$ cat src/rtl/icache_fifo_drain_if.sv
// Handshake bundle between the icache fetch FIFO, the drain stage and decode.
// The slave view is the drain stage. The master view is whoever drives the FIFO head and decode ready.
interface icache_fifo_drain_if #(
  parameter int FIFOWIDE = 68
);
  logic [FIFOWIDE-1:0] FifoPreOut;
  logic [2:0]          FifoPrePtr;
  logic                FifoEmpty;
  logic                Rable;
  logic                FifoClean;
  logic                Flush;
  logic                DecValid;
  logic                DecReady;
  logic [31:0]         DecPc;
  logic [31:0]         DecInst;
  logic [1:0]          DecExcp;
  logic                DecPredTaken;
  logic                HeadStall;
  logic [2:0]          HeadPtr;

  modport master (
    output FifoPreOut, FifoPrePtr, FifoEmpty, Flush, DecReady,
    input  Rable, FifoClean, DecValid, DecPc, DecInst, DecExcp, DecPredTaken,
           HeadStall, HeadPtr
  );

  modport slave (
    input  FifoPreOut, FifoPrePtr, FifoEmpty, Flush, DecReady,
    output Rable, FifoClean, DecValid, DecPc, DecInst, DecExcp, DecPredTaken,
           HeadStall, HeadPtr
  );
endinterface

$ cat src/rtl/icache_fifo_drain.sv
// icache_fifo_drain: pops resolved entries off the icache fetch FIFO head and
// registers them toward decode. Cancelled entries are dropped. Heads that stay
// pending too long raise HeadStall. A redirect clears the FIFO.
// Optional feature macro: ICFD_PERF_EN (adds performance counter ports).
//
// state   | meaning
// S_IDLE  | FIFO empty, nothing to inspect
// S_WAIT  | head entry pending, stall timer counting
// S_RUN   | head resolved, entries flowing to decode
// S_FLUSH | one-cycle FIFO clear after a redirect
module icache_fifo_drain #(
  parameter int FIFOWIDE    = 68,
  parameter int STALL_LIMIT = 64
) (
  input  logic                Clk,
  input  logic                Rest,
  icache_fifo_drain_if.slave  bus
`ifdef ICFD_PERF_EN
  ,
  output logic [31:0]         PerfPopCnt,
  output logic [31:0]         PerfCancelCnt,
  output logic [31:0]         PerfStallCyc
`endif
);

  typedef enum logic [1:0] {S_IDLE, S_WAIT, S_RUN, S_FLUSH} state_t;

  localparam logic [7:0] LIMIT = 8'(STALL_LIMIT);

  state_t      state, state_nxt;
  logic [1:0]  head_st;
  logic        head_resolved, head_cancel;
  logic        pop, load;
  logic [7:0]  wait_cnt;
  logic [2:0]  head_ptr;
  logic        dec_valid;
  logic [31:0] dec_pc, dec_inst;
  logic [1:0]  dec_excp;
  logic        dec_pred;

  assign head_st       = bus.FifoPreOut[3:2];
  assign head_resolved = (head_st != 2'b00);
  assign head_cancel   = (head_st == 2'b11);

  // State register.
  always_ff @(posedge Clk or negedge Rest) begin
    if (!Rest) state <= S_IDLE;
    else       state <= state_nxt;
  end

  // Next state and pop decision; Rest gates pop so it drops the moment reset asserts.
  always_comb begin
    state_nxt = state;
    pop       = 1'b0;
    case (state)
      S_IDLE:  if (!bus.FifoEmpty) state_nxt = head_resolved ? S_RUN : S_WAIT;
      S_WAIT:  if (head_resolved) state_nxt = S_RUN;
      S_RUN: begin
        if (bus.FifoEmpty)       state_nxt = S_IDLE;
        else if (!head_resolved) state_nxt = S_WAIT;
      end
      S_FLUSH: state_nxt = S_IDLE;
      default: state_nxt = S_IDLE;
    endcase
    if (bus.Flush) state_nxt = S_FLUSH;
    pop = Rest && !bus.FifoEmpty && head_resolved && (state != S_FLUSH) && !bus.Flush &&
          (head_cancel || !dec_valid || bus.DecReady);
  end

  assign load = pop && !head_cancel;

  // Decode output register; a load on the accept edge replaces data with no bubble.
  always_ff @(posedge Clk or negedge Rest) begin
    if (!Rest) begin
      dec_valid <= 1'b0;
      dec_pc    <= '0;
      dec_inst  <= '0;
      dec_excp  <= '0;
      dec_pred  <= 1'b0;
    end else if (bus.Flush) begin
      dec_valid <= 1'b0;
    end else if (load) begin
      dec_valid <= 1'b1;
      dec_pc    <= bus.FifoPreOut[FIFOWIDE-1 -: 32];
      dec_inst  <= bus.FifoPreOut[35:4];
      dec_excp  <= {bus.FifoPreOut[1], head_st == 2'b10};
      dec_pred  <= bus.FifoPreOut[0];
    end else if (dec_valid && bus.DecReady) begin
      dec_valid <= 1'b0;
    end
  end

  // Pending-head timer; saturates at the limit and snapshots the head pointer as it gets there.
  always_ff @(posedge Clk or negedge Rest) begin
    if (!Rest) begin
      wait_cnt <= '0;
      head_ptr <= '0;
    end else if (bus.Flush) begin
      wait_cnt <= '0;
    end else if (state == S_WAIT && state_nxt == S_WAIT) begin
      if (wait_cnt != LIMIT) wait_cnt <= wait_cnt + 8'd1;
      if (wait_cnt == LIMIT - 8'd1) head_ptr <= bus.FifoPrePtr;
    end else begin
      wait_cnt <= '0;
    end
  end

`ifdef ICFD_PERF_EN
  // Free-running event counters, wrapping, cleared only by reset.
  always_ff @(posedge Clk or negedge Rest) begin
    if (!Rest) begin
      PerfPopCnt    <= '0;
      PerfCancelCnt <= '0;
      PerfStallCyc  <= '0;
    end else begin
      if (load)                PerfPopCnt    <= PerfPopCnt + 32'd1;
      if (pop && head_cancel)  PerfCancelCnt <= PerfCancelCnt + 32'd1;
      if (state == S_WAIT)     PerfStallCyc  <= PerfStallCyc + 32'd1;
    end
  end
`endif

  assign bus.Rable        = pop;
  assign bus.FifoClean    = (state == S_FLUSH);
  assign bus.DecValid     = dec_valid;
  assign bus.DecPc        = dec_pc;
  assign bus.DecInst      = dec_inst;
  assign bus.DecExcp      = dec_excp;
  assign bus.DecPredTaken = dec_pred;
  assign bus.HeadStall    = (wait_cnt == LIMIT);
  assign bus.HeadPtr      = head_ptr;

endmodule
$ cat src/flat_wrapper.sv
// flat-port wrapper written by rule: the top's interface ports become plain ports
module icache_fifo_drain_flat 
#(
  parameter int FIFOWIDE    = 68,
  parameter int STALL_LIMIT = 64
)
  (Clk, Rest, bus_FifoPreOut, bus_FifoPrePtr, bus_FifoEmpty, bus_Flush, bus_DecReady, bus_Rable, bus_FifoClean, bus_DecValid, bus_DecPc, bus_DecInst, bus_DecExcp, bus_DecPredTaken, bus_HeadStall, bus_HeadPtr);
  icache_fifo_drain_if #(.FIFOWIDE(FIFOWIDE)) bus_i ();
  input  logic Clk;
  input  logic Rest;
  input wire logic [$bits(bus_i.FifoPreOut)-1:0] bus_FifoPreOut;
  input wire logic [$bits(bus_i.FifoPrePtr)-1:0] bus_FifoPrePtr;
  input wire logic [$bits(bus_i.FifoEmpty)-1:0] bus_FifoEmpty;
  input wire logic [$bits(bus_i.Flush)-1:0] bus_Flush;
  input wire logic [$bits(bus_i.DecReady)-1:0] bus_DecReady;
  output wire logic [$bits(bus_i.Rable)-1:0] bus_Rable;
  output wire logic [$bits(bus_i.FifoClean)-1:0] bus_FifoClean;
  output wire logic [$bits(bus_i.DecValid)-1:0] bus_DecValid;
  output wire logic [$bits(bus_i.DecPc)-1:0] bus_DecPc;
  output wire logic [$bits(bus_i.DecInst)-1:0] bus_DecInst;
  output wire logic [$bits(bus_i.DecExcp)-1:0] bus_DecExcp;
  output wire logic [$bits(bus_i.DecPredTaken)-1:0] bus_DecPredTaken;
  output wire logic [$bits(bus_i.HeadStall)-1:0] bus_HeadStall;
  output wire logic [$bits(bus_i.HeadPtr)-1:0] bus_HeadPtr;
  assign bus_i.FifoPreOut = bus_FifoPreOut;
  assign bus_i.FifoPrePtr = bus_FifoPrePtr;
  assign bus_i.FifoEmpty = bus_FifoEmpty;
  assign bus_i.Flush = bus_Flush;
  assign bus_i.DecReady = bus_DecReady;
  assign bus_Rable = bus_i.Rable;
  assign bus_FifoClean = bus_i.FifoClean;
  assign bus_DecValid = bus_i.DecValid;
  assign bus_DecPc = bus_i.DecPc;
  assign bus_DecInst = bus_i.DecInst;
  assign bus_DecExcp = bus_i.DecExcp;
  assign bus_DecPredTaken = bus_i.DecPredTaken;
  assign bus_HeadStall = bus_i.HeadStall;
  assign bus_HeadPtr = bus_i.HeadPtr;
  icache_fifo_drain #(.FIFOWIDE(FIFOWIDE), .STALL_LIMIT(STALL_LIMIT)) u_core (.Clk(Clk), .Rest(Rest), .bus(bus_i));
endmodule
$ cat config.mk
export PLATFORM = sky130hd
export DESIGN_NAME = icache_fifo_drain_flat
export DESIGN_NICKNAME = d
export VERILOG_FILES = /design/src/rtl/icache_fifo_drain_if.sv /design/src/rtl/icache_fifo_drain.sv /design/src/flat_wrapper.sv
export SDC_FILE = /design/constraint.sdc
export NUM_CORES = 1
export LEC_CHECK = 0
export CAP_MARGIN = 10
export CORE_MARGIN = 4
export CORE_UTILIZATION = 45
export CTS_CLUSTER_DIAMETER = 30
export DETAILED_ROUTE_END_ITERATION = 8
export PLACE_DENSITY = 0.84
export SLEW_MARGIN = 40
export SYNTH_ARGS = -nofsm -noshare
export SYNTH_HDL_FRONTEND = slang
export SYNTH_SLANG_ARGS = --single-unit
$ cat constraint.sdc
create_clock -name Clk -period 3.2 [get_ports Clk]
set_clock_uncertainty 0.1 [all_clocks]
set_input_delay 0.32 -clock Clk [delete_from_list [all_inputs] [get_ports Clk]]
set_output_delay 0.32 -clock Clk [all_outputs]
set_load 0.01 [all_outputs]
**Run 1: where the registers sit**

The bar under the picture is 20 microns long.
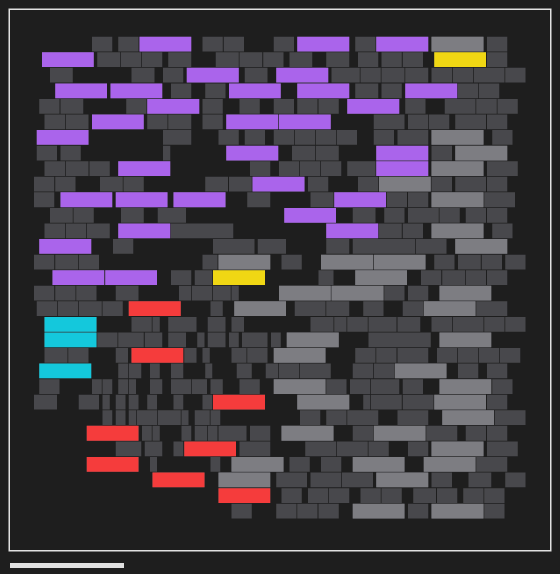
legend:
  red:
    signal: `u_core.wait_cnt`
    sequential_cells: 8
  cyan:
    signal: `u_core.bus.HeadPtr`
    sequential_cells: 3
  purple:
    signal: `u_core.bus.DecInst`
    sequential_cells: 32
  yellow:
    signal: `u_core.bus.DecExcp`
    sequential_cells: 2
not coloured: 36
sequential cell area: 2030 sq um
Seq. pwr: 1.41 mW

**Run 1: layout detail**

The bar under the picture is 10 microns long. Window x 11 to 36, y 11 to 36 microns. Cells in grey, sequential cells in the stronger grey; small squares are vias.
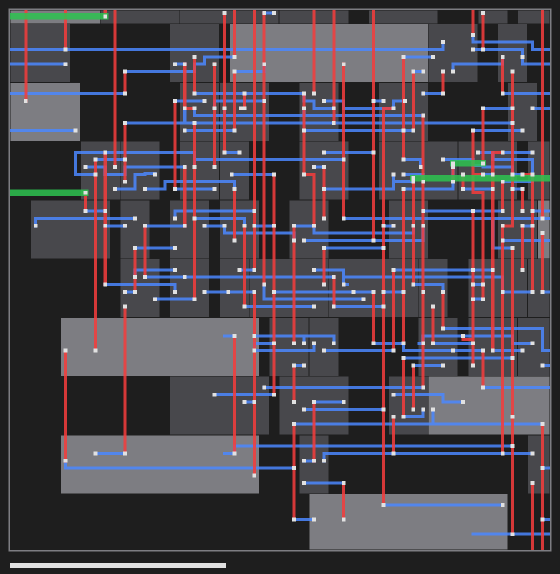
legend:
  blue:
    layer: met1
  green:
    layer: met3
  red:
    layer: met2
netlist names of flops here include: `u_core.wait_cnt` (5)
cells with their middle in the window: 46
most frequent: a21oi_1 (6), dfrtp_1 (5)
sequential cells in the window: 5

==> impl_metrics.xml, run 1 <==
<?xml version="1.0" encoding="UTF-8"?>
<metrics>
  <group name="run_status">
    <metric name="result_of_the_run" unit="">complete, no violations</metric>
  </group>
  <group name="worst_hold_path">
    <metric name="min_path_type" unit="">in2async</metric>
  </group>
  <group name="synth">
    <metric name="netlist.top_cell.by_instances" unit="">sky130_fd_sc_hd__dfrtp_1</metric>
    <metric name="cell_count_after_synthesis" unit="">217</metric>
    <metric name="largest_area_cell" unit="">sky130_fd_sc_hd__dfrtp_1</metric>
  </group>
  <group name="sta">
    <metric name="finalCriticalPeriod" unit="ps">2400</metric>
    <metric name="final_hold_slack" unit="ps">348</metric>
    <metric name="slew-limit-headroom" unit="%">59.8</metric>
  </group>
  <group name="cts">
    <metric name="path_clk_slew" unit="ps">70</metric>
    <metric name="clk_latency" unit="ps">340</metric>
  </group>
  <group name="worst_setup_path">
    <metric name="worst-endpoint-arrival" unit="ps">1980</metric>
    <metric name="critical_path_depth" unit="">5</metric>
    <metric name="critPathMaxStageDelay" unit="ps">500</metric>
    <metric name="worstPathCellList" unit="">clkdlybuf4s50_1 &gt; nand2b_1 &gt; maj3_1 &gt; and3_1 &gt; clkdlybuf4s50_1</metric>
    <metric name="timing.reg2reg.worst_path_depth" unit="">4</metric>
  </group>
  <group name="layout">
    <metric name="area.growth.synth_to_final" unit="%">54.7</metric>
    <metric name="final_layout_size_suffix_gt1_share" unit="%">23.2</metric>
  </group>
  <group name="power_and_ir_drop">
    <metric name="pwr_density_cell" unit="nW/um^2">661</metric>
    <metric name="ir_drop" unit="V">0.000312</metric>
  </group>
  <group name="floorplan">
    <metric name="die.size.y" unit="microns">94.4</metric>
    <metric name="floorplan_utilization" unit="%">46.3</metric>
    <metric name="dieWidth" unit="microns">94.4</metric>
  </group>
  <group name="run">
    <metric name="log.warning_count" unit="">27</metric>
  </group>
</metrics>
**Run 1: track usage over the die**

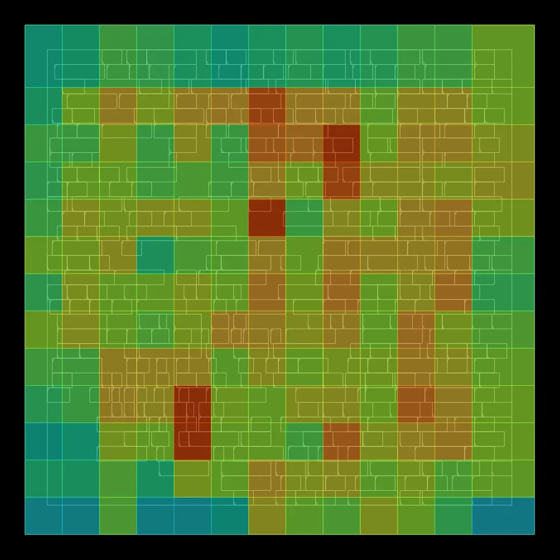
routed length per placed instance: 17.3 microns
met2 track demand over resource in global routing: 28.2%
utilization after layout: 71.6%
met3 track demand over resource in global routing: 7.89%
Most Used Layer, Global Route: met2

## run 1: sequential cells by signal, summed over array words and instances, names as in the netlist
signal	cells
u_core.bus.DecInst	32
u_core.bus.DecPc	32
u_core.wait_cnt	8
u_core.bus.HeadPtr	3
u_core.bus.DecExcp	2
u_core.state	2
u_core.bus.DecPredTaken	1
u_core.bus.DecValid	1
## run 1: layer usage
| metal | up-vias | share of wire, % | global-route usage (%) |
|---|---|---|---|
| li1 | 1086 | - | - |
| met1 | 1124 | 42 | 24.1 |
| met2 | 107 | 45 | 28.2 |
| met3 | 10 | 12 | 7.89 |
| met4 | 0 | 1.5 | 6.74 |
| met5 | - | 0 | 0 |
## run 1: power breakdown
part | internal (mW) | total [mW] | switching [mW] | leakage, nW
registers | 1.28 | 1.41 | 0.131 | 1.01
clock network | 0.519 | 0.880 | 0.360 | 0.118
logic | 0.766 | 1.14 | 0.374 | 1.18
total | 2.57 | 3.43 | 0.866 | 2.30
## run 1: placed cells by master, fill, tap and decap left out, types with 2 or more instances in the layout
cell type	Yosys	layout
sky130_fd_sc_hd__nor4bb_1	2	2
sky130_fd_sc_hd__or3_1	3	3
sky130_fd_sc_hd__clkbuf_1	0	2
sky130_fd_sc_hd__mux2_2	40	40
sky130_fd_sc_hd__nor3_1	3	3
sky130_fd_sc_hd__clkbuf_8	0	9
sky130_fd_sc_hd__nand2_1	4	4
sky130_fd_sc_hd__nand2b_1	3	3
sky130_fd_sc_hd__nand3_1	4	4
sky130_fd_sc_hd__buf_4	0	2
sky130_fd_sc_hd__dfrtp_1	81	81
sky130_fd_sc_hd__nand4_1	2	2
sky130_fd_sc_hd__xor2_1	3	3
sky130_fd_sc_hd__and3_1	2	2
sky130_fd_sc_hd__a21oi_1	6	6
sky130_fd_sc_hd__ha_1	2	2
sky130_fd_sc_hd__clkdlybuf4s50_1	0	148
sky130_fd_sc_hd__inv_1	3	3
sky130_fd_sc_hd__bufinv_16	0	3
sky130_fd_sc_hd__o21ai_0	6	6
sky130_fd_sc_hd__nor2_1	4	4
sky130_fd_sc_hd__mux2_4	29	29
## run 1: kinds of logic after synthesis
family	share of synthesized area [%]
compound gates	3.13
xor+xnor	0.783
fa+ha+maj	1.04
buf+inv	2.13
flops	60.4
mux	26.7
simple gates	5.82
## run 1: worst max-delay path by stage
| stage | start | slack (ps) | end |
|---|---|---|---|
| 4_1_cts | bus_DecReady | 800 | bus_Rable |
| 3_3_place_gp | bus_DecReady | 810 | bus_Rable |
| 5_1_grt | u_core.wait_cnt[0]$_DFFE_PN0P_ | 720 | bus_HeadStall |
| 3_5_place_dp | bus_DecReady | 810 | bus_Rable |
| 6_report | bus_DecReady | 800 | bus_Rable |
| 2_1_floorplan | u_core.state[1]$_DFF_PN0_ | 1510 | u_core.bus.DecExcp[1]$_DFFE_PN0P_ |
## run 1: timing repair
action | 4_1_cts | 5_1_grt
endpoints found under the hold margin | 13 | 0
setup buffers | 0 | 0
hold buffers | 1 | 0
## run 1: area by class of cell
class	count	area share, %
multi-input cells	126	24.2
clock buffers	11	2.53
well taps	99	2.39
flip-flops and latches	81	39.0
repair buffers	153	29.6
clock inverters	5	2.00
inverters	3	0.217
==> run 2, diff against run 1 <==
CORE_UTILIZATION = 42   (was 45)
PLACE_DENSITY = 0.8   (was 0.84)
clock period = 2.4 ns   (was 3.2 ns; I/O delays follow)
**Run 2: port wiring**

The bar under the picture is 20 microns long.
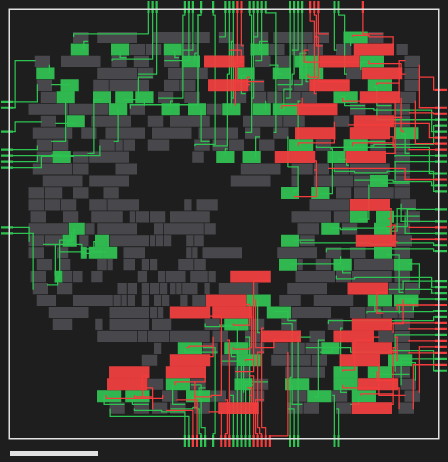
legend:
  red:
    port: `bus_DecPc`
    direction: output
    edge: 16 right, 10 bottom, 6 top
    end_cells: 32
    buffers: 32
    wire: 885 microns
  green:
    port: `bus_FifoPreOut`
    direction: input
    edge: 22 right, 22 top, 15 bottom, 9 left
    end_cells: 73
    buffers: 68
    wire: 1770 microns
IO Port Bufs: 149
I/O pin total: 150

==> run 2 against run 1 <==
  * Register-to-register slack got worse by 880 ps
  * Synthesized cell count did not move
  * Final area fell by 1.1%
  * Power rose by 23%
  * Via count fell by 0.34%
  * Worst hold slack got worse by 110 ps
  * Largest cell class unchanged
  * Clock power fell by 8.2%
  * Critical path depth did not move
  * First-iteration DRC count fell by 53%
  * Sequential cell count did not move
  * Combinational power rose by 32%
==> impl_metrics.xml, run 2 <==
<?xml version="1.0" encoding="UTF-8"?>
<metrics>
  <group name="layout">
    <metric name="layout_top_cell" unit="">sky130_fd_sc_hd__clkdlybuf4s50_1</metric>
    <metric name="final_layout_size_suffix_gt1_share" unit="%">23.5</metric>
  </group>
  <group name="sta">
    <metric name="slew-limit-headroom" unit="%">58.3</metric>
  </group>
  <group name="worst_hold_path">
    <metric name="min_path_type" unit="">in2async</metric>
  </group>
  <group name="floorplan">
    <metric name="floorplan_utilization" unit="%">43.2</metric>
    <metric name="dieWidth" unit="microns">97.4</metric>
    <metric name="die.size.y" unit="microns">97.4</metric>
  </group>
  <group name="worst_setup_path">
    <metric name="endpoint" unit="">bus_Rable</metric>
    <metric name="worst-endpoint-arrival" unit="ps">1900</metric>
    <metric name="timing.reg2reg.worst_path_depth" unit="">4</metric>
    <metric name="critPathMaxStageDelay" unit="ps">480</metric>
  </group>
  <group name="synth">
    <metric name="mux_area_share" unit="%">26.7</metric>
    <metric name="netlist.top_cell.by_instances" unit="">sky130_fd_sc_hd__dfrtp_1</metric>
    <metric name="synth.logic.top_family" unit="">multiplexers</metric>
    <metric name="largest_area_cell" unit="">sky130_fd_sc_hd__dfrtp_1</metric>
  </group>
  <group name="cts">
    <metric name="clk_latency" unit="ps">330</metric>
    <metric name="path_clk_slew" unit="ps">80</metric>
  </group>
  <group name="routing">
    <metric name="post_drt_wl_per_cell" unit="microns">16.5</metric>
  </group>
  <group name="power_and_ir_drop">
    <metric name="ir_drop" unit="V">0.000406</metric>
  </group>
  <group name="run_status">
    <metric name="result_of_the_run" unit="">complete, no violations</metric>
  </group>
</metrics>
[run 2: cell counts after synthesis]
Identical to the previous run, type by type.
[run 2: final cells by class]
type                    count  area (sq um)  area share [%]
clock inverters             4          22.5           0.438
clock buffers              10           128            2.48
inverters                   3          11.3           0.219
well taps                 102           128            2.48
repair buffers            155          1560            30.4
multi-input cells         126          1260            24.5
flip-flops and latches     81          2030            39.5
[run 2: logic make-up after synthesis]
kind of cell	after synthesis
DFF	81
muxes	70
and+or+nand+nor	33
AOI/OAI and AO/OA	17
buffers and inverters	10
xor gates and xnor gates	3
adders and majority gates	3
[run 2: power breakdown]
part	switching (mW)	internal [mW]	leakage, nW
logic	0.489	1.02	1.21
clock network	0.449	0.359	0.0778
registers	0.180	1.71	1.01
total	1.12	3.09	2.29
[run 2: worst min path at each step]
stage,from,end,cells past startpoint
3_3_place_gp,Rest,u_core.bus.DecPc[9]$_DFFE_PN0P_,1
6_report,Rest,u_core.bus.DecPc[9]$_DFFE_PN0P_,2
5_1_grt,Rest,u_core.bus.DecInst[17]$_DFFE_PN0P_,2
2_1_floorplan,Rest,u_core.bus.DecExcp[0]$_DFFE_PN0P_,0
3_5_place_dp,Rest,u_core.bus.DecPc[9]$_DFFE_PN0P_,1
4_1_cts,Rest,u_core.bus.DecPc[25]$_DFFE_PN0P_,2
[run 2: metal layers]
metal  vias up  track usage (%)  part of all wire (%)
li1       1085                -                     -
met1      1142             21.0                    42
met2        84             29.5                    51
met3         8             4.81                   6.2
met4         0             5.43                  0.89
met5         -                0                     0
[run 2: stage by stage]
stage	cell area, sq um	setup WS [ps]	std cells	power [mW]	hold WS [ps]
2_1_floorplan	3360	706	217	2.48	-156
3_3_place_gp	4970	141	466	3.40	41.1
3_5_place_dp	4970	166	466	3.45	47.0
4_1_cts	5130	95.4	481	4.28	220
5_1_grt	5140	72.1	481	4.44	249
6_report	5140	157	481	4.21	241
[run 2: repair_timing]
item | 4_1_cts | 5_1_grt
resized | 0 | 1
hold endpoints to repair | 17 | 0
setup endpoints to repair | 0 | 1
hold buffers | 1 | 0
==> run 3, diff against run 2 <==
SKIP_CTS_REPAIR_TIMING = 1   (was unset)
**Run 3: track usage over the die**

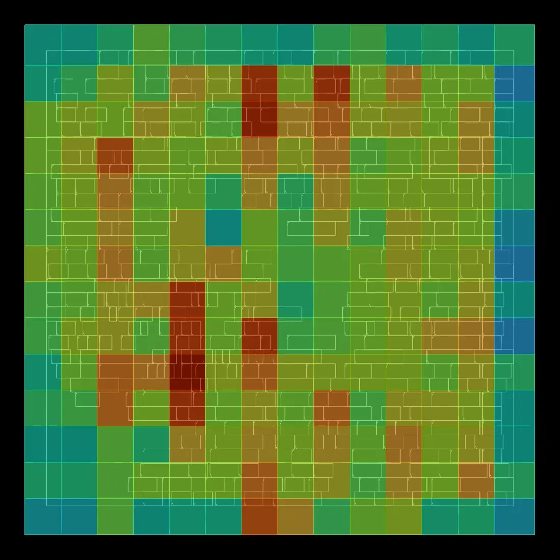
met2 track demand over resource in global routing: 29.6%
global routing usage summed across all routing layers: 17.2%
utilization after layout: 66.1%
met3 track demand over resource in global routing: 4.88%

==> run 3 against run 2 <==
  * Worst hold slack got worse by 2.8 ps
  * Power barely moved
  * Final area is the same
  * Wire length down 0.16%
  * Non-clock buffer count unchanged
  * Count of clock-buffer cells in the layout unchanged
  * Critical path depth stayed put
  * Combinational power hardly changed
  * Utilization is the same
  * Critical endpoint unchanged
==> impl_metrics.xml, run 3 <==
<?xml version="1.0" encoding="UTF-8"?>
<metrics>
  <group name="worst_setup_path">
    <metric name="critPathMaxStageDelay" unit="ps">480</metric>
    <metric name="worstPathCellList" unit="">clkdlybuf4s50_1 &gt; nand2b_1 &gt; maj3_1 &gt; and3_1 &gt; clkdlybuf4s50_1</metric>
    <metric name="worst-endpoint-arrival" unit="ps">1900</metric>
  </group>
  <group name="power_and_ir_drop">
    <metric name="p_switching" unit="mW">1.12</metric>
    <metric name="finalPower" unit="mW">4.21</metric>
    <metric name="intPower" unit="mW">3.09</metric>
    <metric name="clk_network_pwr_share" unit="%">19.2</metric>
    <metric name="power.sequential.fraction" unit="%">44.9</metric>
    <metric name="swShare" unit="%">26.5</metric>
  </group>
  <group name="placed_design">
    <metric name="placedCellCount" unit="">466</metric>
  </group>
  <group name="floorplan">
    <metric name="i_o_pin_total" unit="">150</metric>
  </group>
  <group name="layout">
    <metric name="mostFrequentLayoutCells" unit="">147 x sky130_fd_sc_hd__clkdlybuf4s50_1, 81 x sky130_fd_sc_hd__dfrtp_1, 40 x sky130_fd_sc_hd__mux2_2</metric>
    <metric name="layout_top_cell" unit="">sky130_fd_sc_hd__clkdlybuf4s50_1</metric>
    <metric name="instances_no_fill" unit="">481</metric>
  </group>
  <group name="cts">
    <metric name="path_clk_slew" unit="ps">80</metric>
    <metric name="clk_latency" unit="ps">330</metric>
  </group>
  <group name="run_status">
    <metric name="result_of_the_run" unit="">complete, no violations</metric>
  </group>
  <group name="run">
    <metric name="log.warning_count" unit="">27</metric>
  </group>
  <group name="routing">
    <metric name="post_drt_wl_per_cell" unit="microns">16.5</metric>
  </group>
  <group name="worst_hold_path">
    <metric name="min_path_type" unit="">in2async</metric>
  </group>
  <group name="synth">
    <metric name="largest_area_cell" unit="">sky130_fd_sc_hd__dfrtp_1</metric>
    <metric name="cell_count_after_synthesis" unit="">217</metric>
  </group>
  <group name="sta">
    <metric name="slew-limit-headroom" unit="%">58.3</metric>
  </group>
</metrics>
-- run 3: through the flow --
step | util (%) | cell area, sq um | hold slack [ps] | worst slack (ps)
final | 66.1 | 5140 | 238 | 157
after global routing | 66.1 | 5140 | 246 | 72.1
after CTS | 66.0 | 5120 | -325 | 95.4
after detailed placement | 64.0 | 4970 | 47.0 | 166
after global placement | 64.0 | 4970 | 41.1 | 141
after floorplan | - | 3360 | -156 | 706
-- run 3: logic make-up after synthesis --
group,synth area share (%)
AOI/OAI and AO/OA,3.13
and+or+nand+nor,5.82
adders and majority gates,1.04
buffers and inverters,2.13
xor gates and xnor gates,0.783
DFF,60.4
muxes,26.7
-- run 3: final cells by class --
type	count	area, sq um
Clock buffer	10	128
Clock inverter	4	22.5
Fill cell	594	2630
Inverter	3	11.3
Multi-Input combinational cell	126	1260
Sequential cell	81	2030
Tap cell	102	128
Timing Repair Buffer	155	1560
-- run 3: metal layers --
metal,track usage (%),routed length [microns],vias to the layer above,share of wire (%)
li1,-,-,1085,-
met2,29.6,4080,84,51
met4,5.43,71,0,0.89
met1,20.8,3290,1141,41
met5,0,0,-,0
met3,4.88,495,8,6.2
-- run 3: critical path, delay by kind of cell --
kind / cells / cell delay, ps
simple gates: 2 / 410
fa+ha+maj: 1 / 370
buf+inv: 2 / 880
-- run 3: power by group through the flow --
| stage | Combinational, mW | Clock [mW] | Sequential [mW] |
|---|---|---|---|
| 3_5_place_dp | 1.53 | 0 | 1.92 |
| 2_1_floorplan | 0.415 | 0 | 2.07 |
| 3_3_place_gp | 1.50 | 0 | 1.89 |
| 4_1_cts | 1.54 | 0.845 | 1.89 |
| 5_1_grt | 1.60 | 0.904 | 1.94 |
| 6_report | 1.51 | 0.808 | 1.89 |
-- run 3: worst max path at each step --
| stage | startpoint | endpoint | slack (ps) | cells after the start |
|---|---|---|---|---|
| final | bus_DecReady | bus_Rable | 160 | 5 |
| after global routing | bus_DecReady | bus_Rable | 70 | 5 |
| after CTS | u_core.wait_cnt[0]$_DFFE_PN0P_ | bus_HeadStall | 100 | 5 |
| after detailed placement | bus_DecReady | bus_Rable | 170 | 5 |
| after global placement | bus_DecReady | bus_Rable | 140 | 5 |
| after floorplan | u_core.state[1]$_DFF_PN0_ | u_core.bus.DecExcp[1]$_DFFE_PN0P_ | 710 | 5 |

==> layout pictures side by side <==
Gate families picked out.
(a)
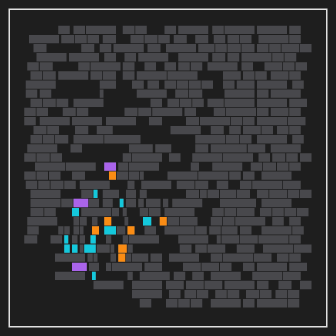
(b)
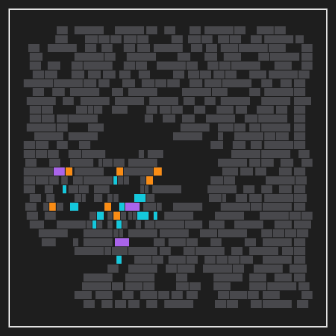
- run 2 = (b)
- run 1 = (a)

Key to (a):
legend:
  purple:
    family: adder and majority cells
    cells: 3
    most_used: ha_1
  cyan:
    family: NOR gates
    cells: 11
    most_used: nor2_1
    where: lower left
  orange:
    family: AND and OR gates
    cells: 7
    most_used: or3_1

Power and IR drop assume default switching activity.
